Figure 1. Cell area per tile (run 1).
11 x 11 tiles, from dark blue (low) to red (high), 0 to 100% covered.
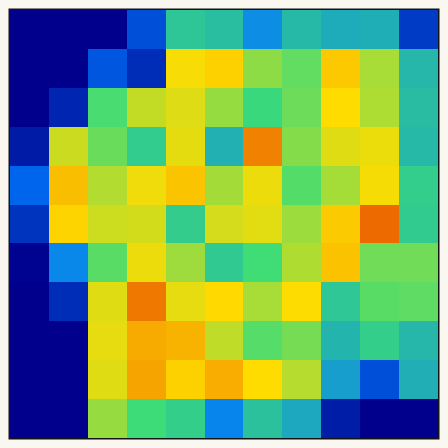
Figure 2. Routing congestion map (run 1).
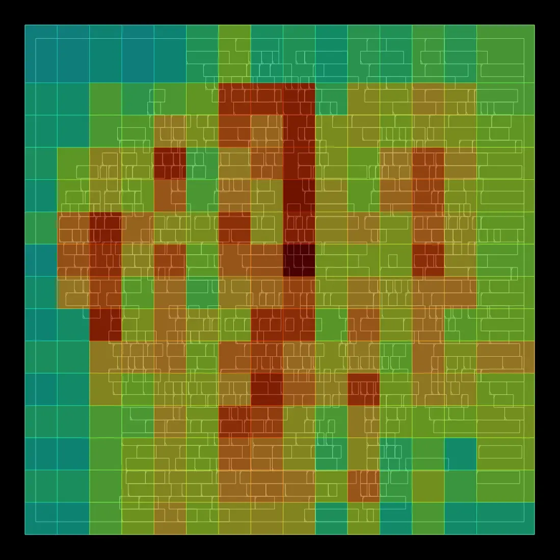
Figure 3. Selected gate families (run 1).
Scale bar: 20 um.
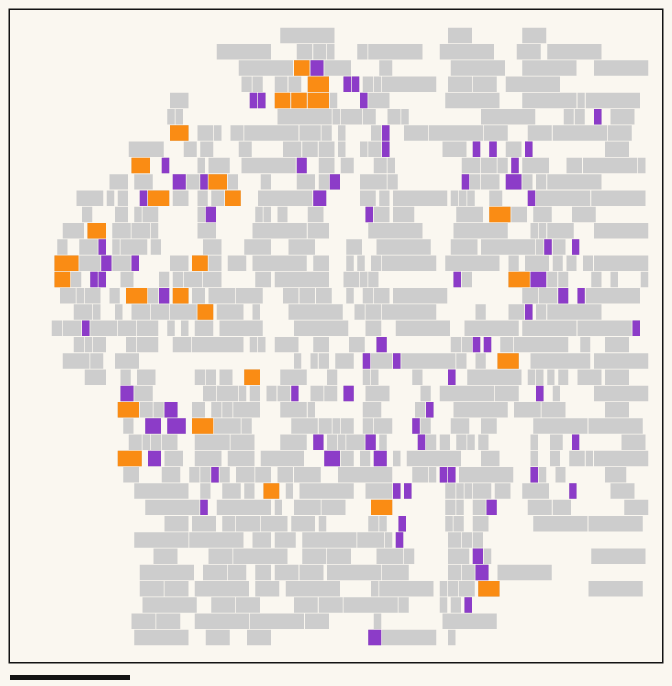
<file path="src/rtl/car_velocity_engine.sv">
// Per-car velocity integrator with friction and saturation, followed by a
// serial binary-to-BCD conversion of each car's displayed speed.
module car_velocity_engine #(
  parameter  int NUM_CARS   = 2,
  parameter  int VEL_INT_W  = 4,
  parameter  int VEL_FRAC_W = 6,
  parameter  int ACC_W      = 8,
  parameter  int VEL_MAX    = 7,
  parameter  int FRIC_SHIFT = 6,
  localparam int VW         = VEL_INT_W + VEL_FRAC_W,
  localparam int CW         = (NUM_CARS > 1) ? $clog2(NUM_CARS) : 1
) (
  input  logic                      i_clk,
  input  logic                      i_rst_n,
  input  logic                      i_frame_tick,
  input  logic [NUM_CARS*ACC_W-1:0] i_acc,
  input  logic                      i_vel_load,
  input  logic [CW-1:0]             i_vel_load_id,
  input  logic [VW-1:0]             i_vel_load_val,
  output logic [NUM_CARS*VW-1:0]    o_vel,
  output logic [NUM_CARS*12-1:0]    o_bcd,
  output logic                      o_busy,
  output logic                      o_done,
  output logic                      o_overrun
);

  localparam int OW   = VW - 3;
  localparam int VLIM = VEL_MAX << VEL_FRAC_W;
  localparam int BW   = $clog2(OW + 1);
  localparam logic signed [VW+1:0] VLIM_X = (VW+2)'(VLIM);

  typedef enum logic [1:0] {S_IDLE, S_UPDATE, S_CONVERT, S_DONE} state_t;

  state_t                  r_state, w_state_nxt;
  logic [CW-1:0]           r_car;
  logic [BW-1:0]           r_bit;
  logic signed [ACC_W-1:0] r_acc     [NUM_CARS];
  logic signed [VW-1:0]    r_vel     [NUM_CARS];
  logic [11:0]             r_bcd_out [NUM_CARS];
  logic [OW-1:0]           r_bin;
  logic [11:0]             r_bcd;
  logic                    r_ovr;

  logic                    w_last_car, w_last_bit, w_ld_ok;
  logic signed [VW-1:0]    w_v_cur, w_upd, w_ld;
  logic signed [VW+1:0]    w_s, w_f;
  logic [VW-1:0]           w_abs;
  logic [OW-1:0]           w_m, w_bin_src, w_bin_nxt;
  logic [11:0]             w_bcd_src, w_bcd_adj, w_bcd_nxt;

  function automatic logic signed [VW-1:0] clamp(input logic signed [VW+1:0] x);
    if (x > VLIM_X)       return VW'(VLIM_X);
    else if (x < -VLIM_X) return VW'(-VLIM_X);
    else                  return VW'(x);
  endfunction

  assign w_last_car = (r_car == CW'(NUM_CARS - 1));
  assign w_last_bit = (r_bit == BW'(OW - 1));
  assign w_ld_ok    = ({1'b0, i_vel_load_id} < (CW+1)'(NUM_CARS));
  assign w_v_cur    = r_vel[r_car];

  always_ff @(posedge i_clk or negedge i_rst_n) begin
    if (!i_rst_n) r_state <= S_IDLE;
    else          r_state <= w_state_nxt;
  end

  always_comb begin
    w_state_nxt = r_state;
    case (r_state)
      S_IDLE:    if (i_frame_tick) w_state_nxt = S_UPDATE;
      S_UPDATE:  if (w_last_car) w_state_nxt = S_CONVERT;
      S_CONVERT: if (w_last_car && w_last_bit) w_state_nxt = S_DONE;
      S_DONE:    w_state_nxt = S_IDLE;
      default:   w_state_nxt = S_IDLE;
    endcase
  end

  always_comb begin
    w_s   = (VW+2)'(w_v_cur) + (VW+2)'(r_acc[r_car]);
    w_f   = w_s - (w_s >>> FRIC_SHIFT);
    w_upd = clamp(w_f);
    w_ld  = clamp((VW+2)'($signed(i_vel_load_val)));
  end

  // First bit of each car's conversion pulls the magnitude straight from the
  // velocity register, so a load landing before that cycle is honoured.
  always_comb begin
    w_abs     = w_v_cur[VW-1] ? -w_v_cur : w_v_cur;
    w_m       = OW'(w_abs >> 3);
    w_bin_src = (r_bit == '0) ? w_m : r_bin;
    w_bcd_src = (r_bit == '0) ? '0 : r_bcd;
    w_bcd_adj = w_bcd_src;
    for (int unsigned d = 0; d < 3; d++) begin
      if (w_bcd_src[d*4 +: 4] >= 4'd5) w_bcd_adj[d*4 +: 4] = w_bcd_src[d*4 +: 4] + 4'd3;
    end
    w_bcd_nxt = 12'({w_bcd_adj, w_bin_src[OW-1]});
    w_bin_nxt = w_bin_src << 1;
  end

  always_ff @(posedge i_clk or negedge i_rst_n) begin
    if (!i_rst_n) begin
      r_car <= '0;
      r_bit <= '0;
      r_bin <= '0;
      r_bcd <= '0;
      r_ovr <= 1'b0;
      for (int unsigned k = 0; k < NUM_CARS; k++) begin
        r_acc[k]     <= '0;
        r_vel[k]     <= '0;
        r_bcd_out[k] <= '0;
      end
    end else begin
      r_ovr <= i_frame_tick && (r_state != S_IDLE);
      case (r_state)
        S_IDLE: begin
          if (i_frame_tick) begin
            for (int unsigned k = 0; k < NUM_CARS; k++) r_acc[k] <= i_acc[k*ACC_W +: ACC_W];
            r_car <= '0;
            r_bit <= '0;
          end
        end
        S_UPDATE: begin
          r_vel[r_car] <= w_upd;
          r_car        <= w_last_car ? '0 : r_car + 1'b1;
        end
        S_CONVERT: begin
          r_bin <= w_bin_nxt;
          r_bcd <= w_bcd_nxt;
          if (w_last_bit) begin
            r_bcd_out[r_car] <= w_bcd_nxt;
            r_bit            <= '0;
            r_car            <= w_last_car ? '0 : r_car + 1'b1;
          end else begin
            r_bit <= r_bit + 1'b1;
          end
        end
        default: ;
      endcase
      // Placed last so an override beats the same car's update on this edge.
      if (i_vel_load && w_ld_ok) r_vel[i_vel_load_id] <= w_ld;
    end
  end

  for (genvar k = 0; k < NUM_CARS; k++) begin : g_out
    assign o_vel[k*VW +: VW] = r_vel[k];
    assign o_bcd[k*12 +: 12] = r_bcd_out[k];
  end

  assign o_busy    = (r_state != S_IDLE);
  assign o_done    = (r_state == S_DONE);
  assign o_overrun = r_ovr;

endmodule

</file>
<file path="config.mk">
export PLATFORM = sky130hd
export DESIGN_NAME = car_velocity_engine
export DESIGN_NICKNAME = d
export VERILOG_FILES = /design/src/rtl/car_velocity_engine.sv
export SDC_FILE = /design/constraint.sdc
export NUM_CORES = 1
export LEC_CHECK = 0
export ABC_AREA = 0
export CELL_PAD_IN_SITES_DETAIL_PLACEMENT = 0
export CELL_PAD_IN_SITES_GLOBAL_PLACEMENT = 1
export CORE_MARGIN = 2
export CORE_UTILIZATION = 51
export CTS_BUF_LIST = sky130_fd_sc_hd__clkbuf_4
export CTS_CLUSTER_SIZE = 12
export DETAILED_ROUTE_END_ITERATION = 7
export DONT_BUFFER_PORTS = 1
export PLACE_DENSITY = 0.91
export REMOVE_ABC_BUFFERS = 1
export SYNTH_ARGS = -nofsm -noshare
export SYNTH_HDL_FRONTEND = slang
export SYNTH_SLANG_ARGS = --single-unit
export TNS_END_PERCENT = 5
</file>
<file path="constraint.sdc">
create_clock -name i_clk -period 7.4 [get_ports i_clk]
set_clock_uncertainty 0.2 [all_clocks]
set_input_delay 0.74 -clock i_clk [delete_from_list [all_inputs] [get_ports i_clk]]
set_output_delay 0.74 -clock i_clk [all_outputs]
set_load 0.05 [all_outputs]
</file>
==> run notes, run 1 <==
Status on the layout run. The run finished with clean final reports. Ranking logic cells in the layout by count gives the top entries sky130_fd_sc_hd__dfrtp_1 (85), sky130_fd_sc_hd__a21oi_1 (52), sky130_fd_sc_hd__mux2_2 (51), sky130_fd_sc_hd__nand2_1 (51), sky130_fd_sc_hd__nor2_1 (51).

Yosys printed 0 warnings. The most common cell in the synthesized netlist is sky130_fd_sc_hd__dfrtp_1. The slew check shows that the tightest pin keeps a relative margin of 18.13%. The synthesized design contains 85 register bits.

The critical path endpoint has a required time of 7.56 ns. After the last flow step, the layout net total stands at 647. In the final timing run, aggregate negative setup slack is 0 ns.

Proportion of layout cells with a drive suffix above 1 landed at 14.89%. The worst hold path belongs to the class in2reg. In the per-layer summary, the met1 wirelength comes to 5384 um. After detailed routing, the met3 layer carries 749 um of wire.

Minimum setup slack after placement landed at 1.112 ns. Nets still carrying antenna violations after routing amount to 0. The worst setup path is of the reg2reg kind.

Per the CTS log, the maximum H-tree level is 3. After clock tree synthesis, the clock-pin slew on the worst setup and hold paths is 0.14 ns. For reference, the critical path is launched at r_car. For this design, the CTS-stage hold fixing added 2 buffers.

Placed wire-length estimate after detailed placement landed at 10,110 um. Met2 wire length landed at 6939 um. Entering global routing, the biggest net connects 86 pins.

Post-synthesis area per instance landed at 9.412 sq um. Total of plain and repair buffers excluding clock buffers landed at 4. Post-synthesis compound-gate area fraction landed at 19.33%.

Number of placement rows landed at 38.
## Picture notes: Figure 1
fullest tile: 88%
nearly empty tiles: 13%
tiles over 75% full: 15%
emptiest ninth of the die: upper left
mean over tiles: 48%
fin util: 54.35%
area of the placeable core: 10,790 sq um

## Picture notes: Figure 2
average detailed-routed wire length per instance: 18.29 um
Top Usage Layer GRT: met2

## Picture notes: Figure 3
| family | colour | cells | most used |
|---|---|---|---|
| non-inverting ao/oa cells | orange | 27 | a21o_1 |
| nor cells | purple | 77 | nor2_1 |
most common cell after layout, fill and taps aside: sky130_fd_sc_hd__dfrtp_1
Layout Cells excl Fill: 732
fraction of area in multi-input gates: 55.93%

==> run 2, diff against run 1 <==
--- a/config.mk
+++ b/config.mk
@@ -8,7 +8,6 @@
 export ABC_AREA = 0
 export CELL_PAD_IN_SITES_DETAIL_PLACEMENT = 0
 export CELL_PAD_IN_SITES_GLOBAL_PLACEMENT = 1
-export CORE_MARGIN = 2
 export CORE_UTILIZATION = 51
 export CTS_BUF_LIST = sky130_fd_sc_hd__clkbuf_4
 export CTS_CLUSTER_SIZE = 12
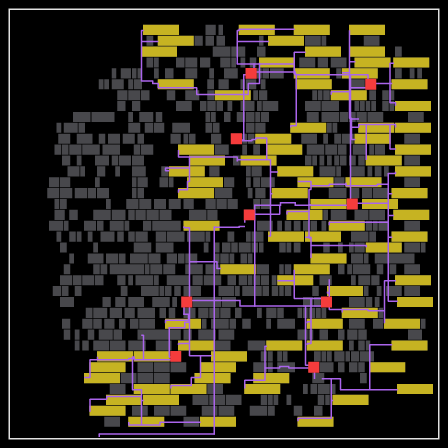
Figure 4: run 2, clock network drawn from the DEF.
[clock-net drivers] red | count: 9
[flip-flops] yellow | count: 85
[clock wires] purple | length: 1,060 um
routed clock nets: 10
clk latency late pin: 0.47 ns

==> run notes, run 2 <==
Status on the layout run. Fraction of registers with async set or reset after synthesis landed at 100.0% (unchanged). Normalized max-slew margin landed at 46.39% (was 18.13%). Highest-count cells in the layout ignoring fill and taps: sky130_fd_sc_hd__dfrtp_1 (85), sky130_fd_sc_hd__a21oi_1 (52), sky130_fd_sc_hd__mux2_2 (51), sky130_fd_sc_hd__nand2_1 (51), sky130_fd_sc_hd__nor2_1 (51) (unchanged).

The required arrival time at the worst endpoint is 7.55 ns (was 7.56 ns). Total routed wire length on the met1 layer landed at 5522 um (was 5384 um). The total of plain and repair buffers excluding clock buffers is 6 (was 4).

The met3 track demand over resource was 5.714% (was 6.336%). H-tree depth reported by CTS landed at 3 (unchanged). The core utilization before placement came to 53.47% (was 52.06%). Largest cells by area after synthesis: sky130_fd_sc_hd__dfrtp_1 (38%), sky130_fd_sc_hd__mux2_2 (10%), sky130_fd_sc_hd__ha_1 (6.2%) (unchanged). The met2 wire length was 7007 um (was 6939 um). Length of the first detailed-routing pass in iterations landed at 6 (was 4). The total met3 wirelength after detailed routing was 541 um (was 749 um).

The width of the die is 107.0 um (was 109.0 um). The startpoint-to-endpoint class of the critical path is reg2reg (unchanged). Count of state elements after synthesis landed at 85 (unchanged). The clock-pin slew on the worst setup and hold paths is 0.12 ns (was 0.14 ns). The cell area after placement came to 5713 sq um (was 5703 sq um).

The post-detailed-route wirelength per cell is 18.48 um (was 18.29 um). The placed wire-length estimate after detailed placement was 10,070 um (was 10,110 um). Minimum setup slack after placement landed at 1.218 ns (was 1.112 ns). The post-synthesis compound-gate area fraction came to 19.33% (unchanged). The post-synthesis area per instance came to 9.412 sq um (unchanged). Number of cell instances after yosys synthesis landed at 597 (unchanged). The Yosys warning count is 0 (unchanged). Total of max-cap violations landed at 0 (unchanged).

The worst hold path class was in2reg (unchanged). The dominant kind of combinational cell was AND-OR/OR-AND gates (unchanged). Number of placement rows landed at 37 (was 38). Quantity of hold-fixing buffers added after cts landed at 2 (unchanged). The proportion of layout cells with a drive suffix above 1 was 15.18% (was 14.89%). The register area share after synthesis was 37.85% (unchanged). The top logic cell by instance count in the layout is sky130_fd_sc_hd__dfrtp_1 (unchanged). The most common cell in the synthesized netlist is sky130_fd_sc_hd__dfrtp_1 (unchanged). Largest net degree at the start of global routing landed at 86 (unchanged). The cell type with the largest total area was sky130_fd_sc_hd__dfrtp_1 (unchanged).

The launching element of the worst setup path was r_car (unchanged). RSZ-0062 raised after global routing: no (unchanged). The most used routing layer in global routing is met2 (unchanged).

The relative area of clock buffers and inverters in the final design was 2.440% (was 2.090%). Final core utilization landed at 56.11% (was 54.35%). Run status: completed (unchanged). The final setup slack of the worst path came to 1.080 ns (was 1.079 ns). Number of nets in the layout landed at 649 (was 647).
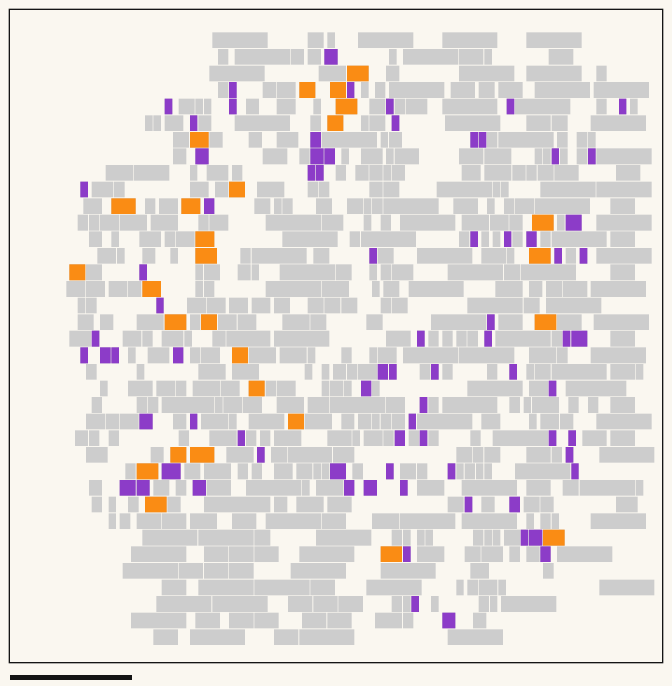
Figure 5: run 2, selected gate families.
Scale bar: 20 um.
| family | colour | cells | most used |
|---|---|---|---|
| non-inverting ao/oa cells | orange | 27 | a21o_1 |
| nor cells | purple | 77 | nor2_1 |
fraction of area in multi-input gates: 55.63%
Layout Cells excl Fill: 730

